**src/rtl/regfile_writeback.sv**
```systemverilog
// Dual-lane result buffer feeding a two-write-port register file.
// Results are queued in program order and drained up to two per cycle.
module regfile_writeback #(
    parameter int DEPTH = 4
) (
    input  logic                       clk,
    input  logic                       rst,
    input  logic                       flush,
    input  logic                       res_valid0,
    input  logic                       res_valid1,
    input  logic [4:0]                 res_rd0,
    input  logic [4:0]                 res_rd1,
    input  logic [31:0]                res_data0,
    input  logic [31:0]                res_data1,
    output logic                       res_ready,
    output logic                       we0,
    output logic                       we1,
    output logic [4:0]                 wr_addr0,
    output logic [4:0]                 wr_addr1,
    output logic [31:0]                wr_din0,
    output logic [31:0]                wr_din1,
    output logic [31:0]                pending,
    output logic [$clog2(DEPTH+1)-1:0] count
);

    localparam int PW = $clog2(DEPTH);
    localparam int CW = $clog2(DEPTH+1);

    logic [4:0]    rd_mem   [DEPTH];
    logic [31:0]   data_mem [DEPTH];
    logic [PW-1:0] head;
    logic [PW-1:0] tail;
    logic [PW-1:0] head_p1;

    logic          s0;
    logic          s1;
    logic [1:0]    stored;
    logic [1:0]    drained;

    assign res_ready = !rst && !flush && (count <= CW'(DEPTH - 2));

    // Lanes targeting r0 handshake normally but never take a slot.
    assign s0      = res_valid0 && res_ready && (res_rd0 != 5'd0);
    assign s1      = res_valid1 && res_ready && (res_rd1 != 5'd0);
    assign stored  = {1'b0, s0} + {1'b0, s1};

    assign we0     = !rst && !flush && (count >= CW'(1));
    assign we1     = !rst && !flush && (count >= CW'(2));
    assign drained = {1'b0, we0} + {1'b0, we1};

    assign head_p1  = head + PW'(1);
    assign wr_addr0 = rd_mem[head];
    assign wr_din0  = data_mem[head];
    assign wr_addr1 = rd_mem[head_p1];
    assign wr_din1  = data_mem[head_p1];

    always_comb begin
        logic [PW-1:0] off;
        pending = '0;
        off     = '0;
        for (int unsigned i = 0; i < DEPTH; i++) begin
            off = PW'(i) - head;
            if (CW'(off) < count)
                pending[rd_mem[i]] = 1'b1;
        end
        pending[0] = 1'b0;
    end

    always_ff @(posedge clk) begin
        if (rst || flush) begin
            head  <= '0;
            tail  <= '0;
            count <= '0;
        end else begin
            head  <= head + PW'(drained);
            tail  <= tail + PW'(stored);
            count <= count - CW'(drained) + CW'(stored);
        end
    end

    // Lane 1 lands right after lane 0 only when lane 0 was actually stored.
    always_ff @(posedge clk) begin
        if (s0) begin
            rd_mem[tail]   <= res_rd0;
            data_mem[tail] <= res_data0;
        end
        if (s1) begin
            rd_mem[tail + PW'(s0)]   <= res_rd1;
            data_mem[tail + PW'(s0)] <= res_data1;
        end
    end

endmodule

```
**config.mk**
```make
export PLATFORM = sky130hd
export DESIGN_NAME = regfile_writeback
export DESIGN_NICKNAME = d
export VERILOG_FILES = /design/src/rtl/regfile_writeback.sv
export SDC_FILE = /design/constraint.sdc
export NUM_CORES = 1
export LEC_CHECK = 0
export ABC_AREA = 1
export ABC_CLOCK_PERIOD_IN_PS = 13700
export CAP_MARGIN = 20
export CORE_UTILIZATION = 49
export DETAILED_ROUTE_END_ITERATION = 7
export HOLD_SLACK_MARGIN = 0.1
export PLACE_DENSITY = 0.8
export SYNTH_ARGS = -nofsm -noshare
export SYNTH_HDL_FRONTEND = slang
export SYNTH_SLANG_ARGS = --single-unit
```
**constraint.sdc**
```tcl
create_clock -name clk -period 13.7 [get_ports clk]
set_clock_uncertainty 0.15 [all_clocks]
set_input_delay 2.055 -clock clk [delete_from_list [all_inputs] [get_ports clk]]
set_output_delay 2.055 -clock clk [all_outputs]
set_load 0.1 [all_outputs]
```
==> reports/results.tsv, run 1 <==
metric	value	unit
final_layout_top_logic_cell	nand2_1	
crit_path_end	data_mem[1][23]$_DFFE_PP_	
inv_count	75	
wl_per_cell	19.13	microns
worstHoldPathType	flip-flop to flip-flop	
p_leak	5.233	nW
comb_cells	1140	
power_density	98.40	nW/um^2
edf_count	148	
drc	0	
criticalPathCategory	input port to flip-flop	
largest_cell_class	logic gates	
total_power	1.317	mW
switching_share	0.3203	
slowest_delay	1.08	ns
syn_to_final_growth	23.36	%
synth_top_flop_cell	edfxtp_1	
layout_top_cells	nand2_1 (532), clkdlybuf4s50_1 (189), nand4_1 (172), nor2_1 (171), edfxtp_1 (148)	
ff_count	155	
dr.pass1.iters	7	
setup_ws	6.740	ns
final_nets	1683	
synthTopCellsByArea	edfxtp_1 (41%), nand2_1 (18%), nand4_1 (9.9%)	
floorplan.core_area	21760	sq um
worstPathRequired	13.61	ns
synth_cells	1482	
pwr-share-seq	0.411	
power.internal	0.8949	mW
ys_sh_adder	0.01638	
fin_crit_sh	0.5080	
warnings	27	
yosys_cells	1482	
ys_area	10850	sq um
synth_top_area_share	0.4097	
pin_count	191	
postSynthAreaPerCell	7.319	sq um
num_rows	54	
clkTransAtPathRegs	0.06	ns
clkbuf_count	20	
period_needed	6.960	ns
dr_wl_met2	17020	microns
outcome	complete, no violations	
cts-root-buf	clkbuf_16	
ys_ff	155	
path_cells	clkdlybuf4s50_1 > nor3_1 > nand2_1 > nand2_1 > inv_1 > ha_1 > inv_1 > nor2_4 > nand3_2 > o21ai_4 > buf_4	
place_area	12750	sq um
clock_path_buffers	2	
synthMuxAreaShare	0	
p_switching	0.4217	mW
cp_max_fo	38	
yosys.area_share.simple	0.4129	
postRouteAntennaNets	0	
regToRegStartpoint	count[2]$_SDFF_PP0_	
arrival	6.87	ns
overflow	0	
final-comb-area	5544	sq um
grt_util_all_layers	0.3146	
async_flop_share	0	
reg2reg_setup_slack	8.45	ns
wl	36050	microns
die_area	22730	sq um
top_layer_used	met4	
gp_congestion	0.9877	
wl_met3	4393	microns
utilization	0.6150	
crit_family	simple AND/OR/NAND/NOR gates	
m1WireLength	13340	microns
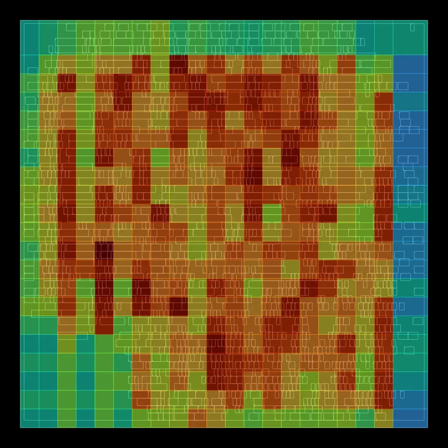
Run 1: congestion heat map
most used routing layer: met2
met3 Resource Use GR: 0.05452

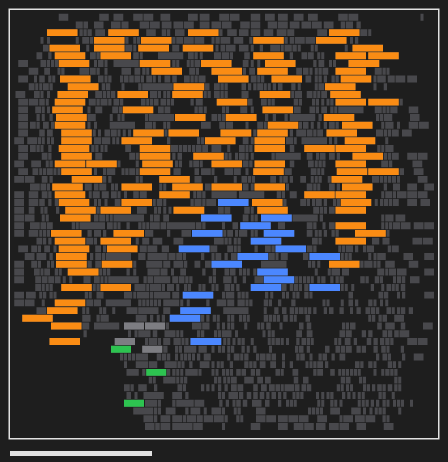
Run 1: sequential cells coloured by netlist name
Bar = 50 microns. Other sequential cells in the stronger grey, the rest of the logic in the fainter grey.
count: shown in green, placed flops 3. rd_mem: shown in blue, placed flops 20, where centre. data_mem: shown in orange, placed flops 128.
Another 4 sequential cells are not coloured.

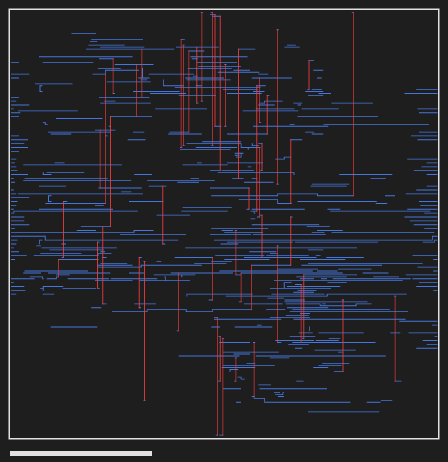
Run 1: routed metal, one colour a layer
Bar = 50 microns. Two of the layers only.
metal 3: shown in blue, wire length 4390 microns. metal 4: shown in red, wire length 1300 microns.

==> run 2, diff against run 1 <==
--- a/config.mk
+++ b/config.mk
@@ -6,12 +6,12 @@
 export NUM_CORES = 1
 export LEC_CHECK = 0
 export ABC_AREA = 1
-export ABC_CLOCK_PERIOD_IN_PS = 13700
+export ABC_CLOCK_PERIOD_IN_PS = 5870
 export CAP_MARGIN = 20
 export CORE_UTILIZATION = 49
 export DETAILED_ROUTE_END_ITERATION = 7
 export HOLD_SLACK_MARGIN = 0.1
-export PLACE_DENSITY = 0.8
+export PLACE_DENSITY = 0.83
 export SYNTH_ARGS = -nofsm -noshare
 export SYNTH_HDL_FRONTEND = slang
 export SYNTH_SLANG_ARGS = --single-unit
==> constraint.sdc (replaced) <==
create_clock -name clk -period 5.87 [get_ports clk]
set_clock_uncertainty 0.15 [all_clocks]
set_input_delay 0.8805 -clock clk [delete_from_list [all_inputs] [get_ports clk]]
set_output_delay 0.8805 -clock clk [all_outputs]
set_load 0.1 [all_outputs]
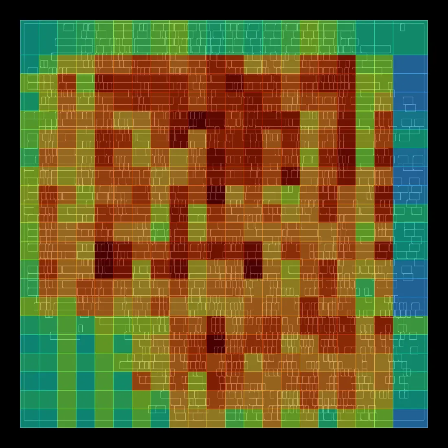
Run 2: congestion heat map
fin util: 0.6130
Routed WL per cell: 20.19 microns
GR Util met2: 0.5445
met1 Track Usage GR: 0.4301
met3 Resource Use GR: 0.06747

==> reports/results.tsv, run 2 <==
metric	value	unit	change
ff_count	155		unchanged
postSynthAreaPerCell	7.319	sq um	unchanged
synth_top_area_share	0.4097		unchanged
worstPathRequired	4.84	ns	was 13.61 ns
fin_crit_sh	0.8367		
switching_share	0.3416		was 0.3203
inv_count	75		unchanged
synthTopCellsByArea	edfxtp_1 (41%), nand2_1 (18%), nand4_1 (9.9%)		unchanged
synth_cells	1482		unchanged
warnings	30		was 27
crit_family	buffers and inverters		was simple AND/OR/NAND/NOR gates
worstHoldPathType	flip-flop to flip-flop		unchanged
min_to	tail[1]$_SDFF_PP0_		unchanged
path_cells	nand2_1 > inv_2 > buf_4 > nand2_1 > nand3_1 > clkdlybuf4s50_1		was clkdlybuf4s50_1 > nor3_1 > nand2_1 > nand2_1 > inv_1 > ha_1 > inv_1 > nor2_4 > nand3_2 > o21ai_4 > buf_4
busiest_layer	met2		unchanged
async_flop_share	0		unchanged
critPathLaunchType	flip-flop		was input port
floorplan.core_area	21760	sq um	unchanged
yosys.area_share.simple	0.4129		unchanged
ys_sh_adder	0.01638		unchanged
edf_count	148		unchanged
regToRegStartpoint	count[0]$_SDFF_PP0_		was count[2]$_SDFF_PP0_
viasPerCell	6.254		was 6.112
layout_top_cells	nand2_1 (532), nand4_1 (172), nor2_1 (171), clkdlybuf4s50_1 (156), edfxtp_1 (148)		was nand2_1 (532), clkdlybuf4s50_1 (189), nand4_1 (172), nor2_1 (171), edfxtp_1 (148)
crit_start	head[0]$_SDFF_PP0_		was res_rd0[3]
ys_area	10850	sq um	unchanged
reg2reg_setup_slack	2.41	ns	was 8.45 ns
final_nets	1692		was 1683
clkbuf_count	18		was 20
fp_util	0.4986		unchanged
drc	0		unchanged
yosys.area_share.xor_xnor	0.002422		unchanged
setup_ws	0.9587	ns	was 6.740 ns
signal_buffers	211		was 202
ys_seq_share	0.4227		unchanged
yosys_cells	1482		unchanged
synth_area	10850	sq um	unchanged
cts.sinks	155		unchanged
die_area	22730	sq um	unchanged
final_layout_top_logic_cell	nand2_1		unchanged
place_area	12730	sq um	was 12750 sq um
p_switching	1.050	mW	was 0.4217 mW
criticalPathCategory	flip-flop to output pin		was input port to flip-flop
dr.pass1.iters	5		was 7
clkTransAtPathRegs	0.07	ns	was 0.06 ns
cts.htree.levels	4		unchanged
cp_max_fo	42		was 38
largest_cell_class	logic gates		unchanged
p_leak	5.326	nW	was 5.233 nW
m1WireLength	14020	microns	was 13340 microns
diodes	2		unchanged
final-comb-area	5544	sq um	unchanged
common_cells	nand2_1 (532), nor2_1 (176), nand4_1 (172)		unchanged
slowest_delay	1.14	ns	was 1.08 ns
power.internal	2.023	mW	was 0.8949 mW
dr_wl_met2	18150	microns	was 17020 microns
power_density	230.4	nW/um^2	was 98.40 nW/um^2
synthMuxAreaShare	0		unchanged
ys_ff	155		unchanged
pin_count	191		unchanged
comb_cells	1140		unchanged
gp_congestion	0.9986		was 0.9877
nFillCells	1919		was 1859
seq_share	0.3437		was 0.3426
wl	38250	microns	was 36050 microns
overflow	0		unchanged
period_needed	4.911	ns	
outcome	complete, no violations		unchanged
cts-root-buf	clkbuf_16		unchanged
syn_to_final_growth	22.95	%	was 23.36%
crit_path_end	wr_din0[31]		was data_mem[1][23]$_DFFE_PP_
wl_met3	4465	microns	was 4393 microns
grt_util_all_layers	0.3378		was 0.3146
pwr-share-seq	0.411		about the same
grt_start_max_net_pins	105		was 97
antenna_found_initial	2		was 1
num_rows	54		unchanged
clock_path_buffers	2		unchanged
total_power	3.073	mW	was 1.317 mW
postRouteAntennaNets	0		unchanged
top_regs	data_mem (128), rd_mem (20), count (3)		unchanged
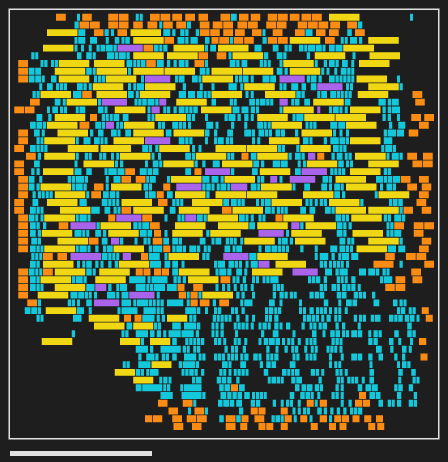
Run 2: cells coloured by class
Bar = 50 microns.
combinational and other logic: shown in cyan, cells 1215, share of their area 45%. sequential cells: shown in yellow, cells 155, share of their area 35%. remaining buffers and delay cells: shown in orange, cells 211, share of their area 15%. clock drivers and dummy loads: shown in purple, cells 32, share of their area 4.5%.

Power is estimated from default activity; no workload was simulated.
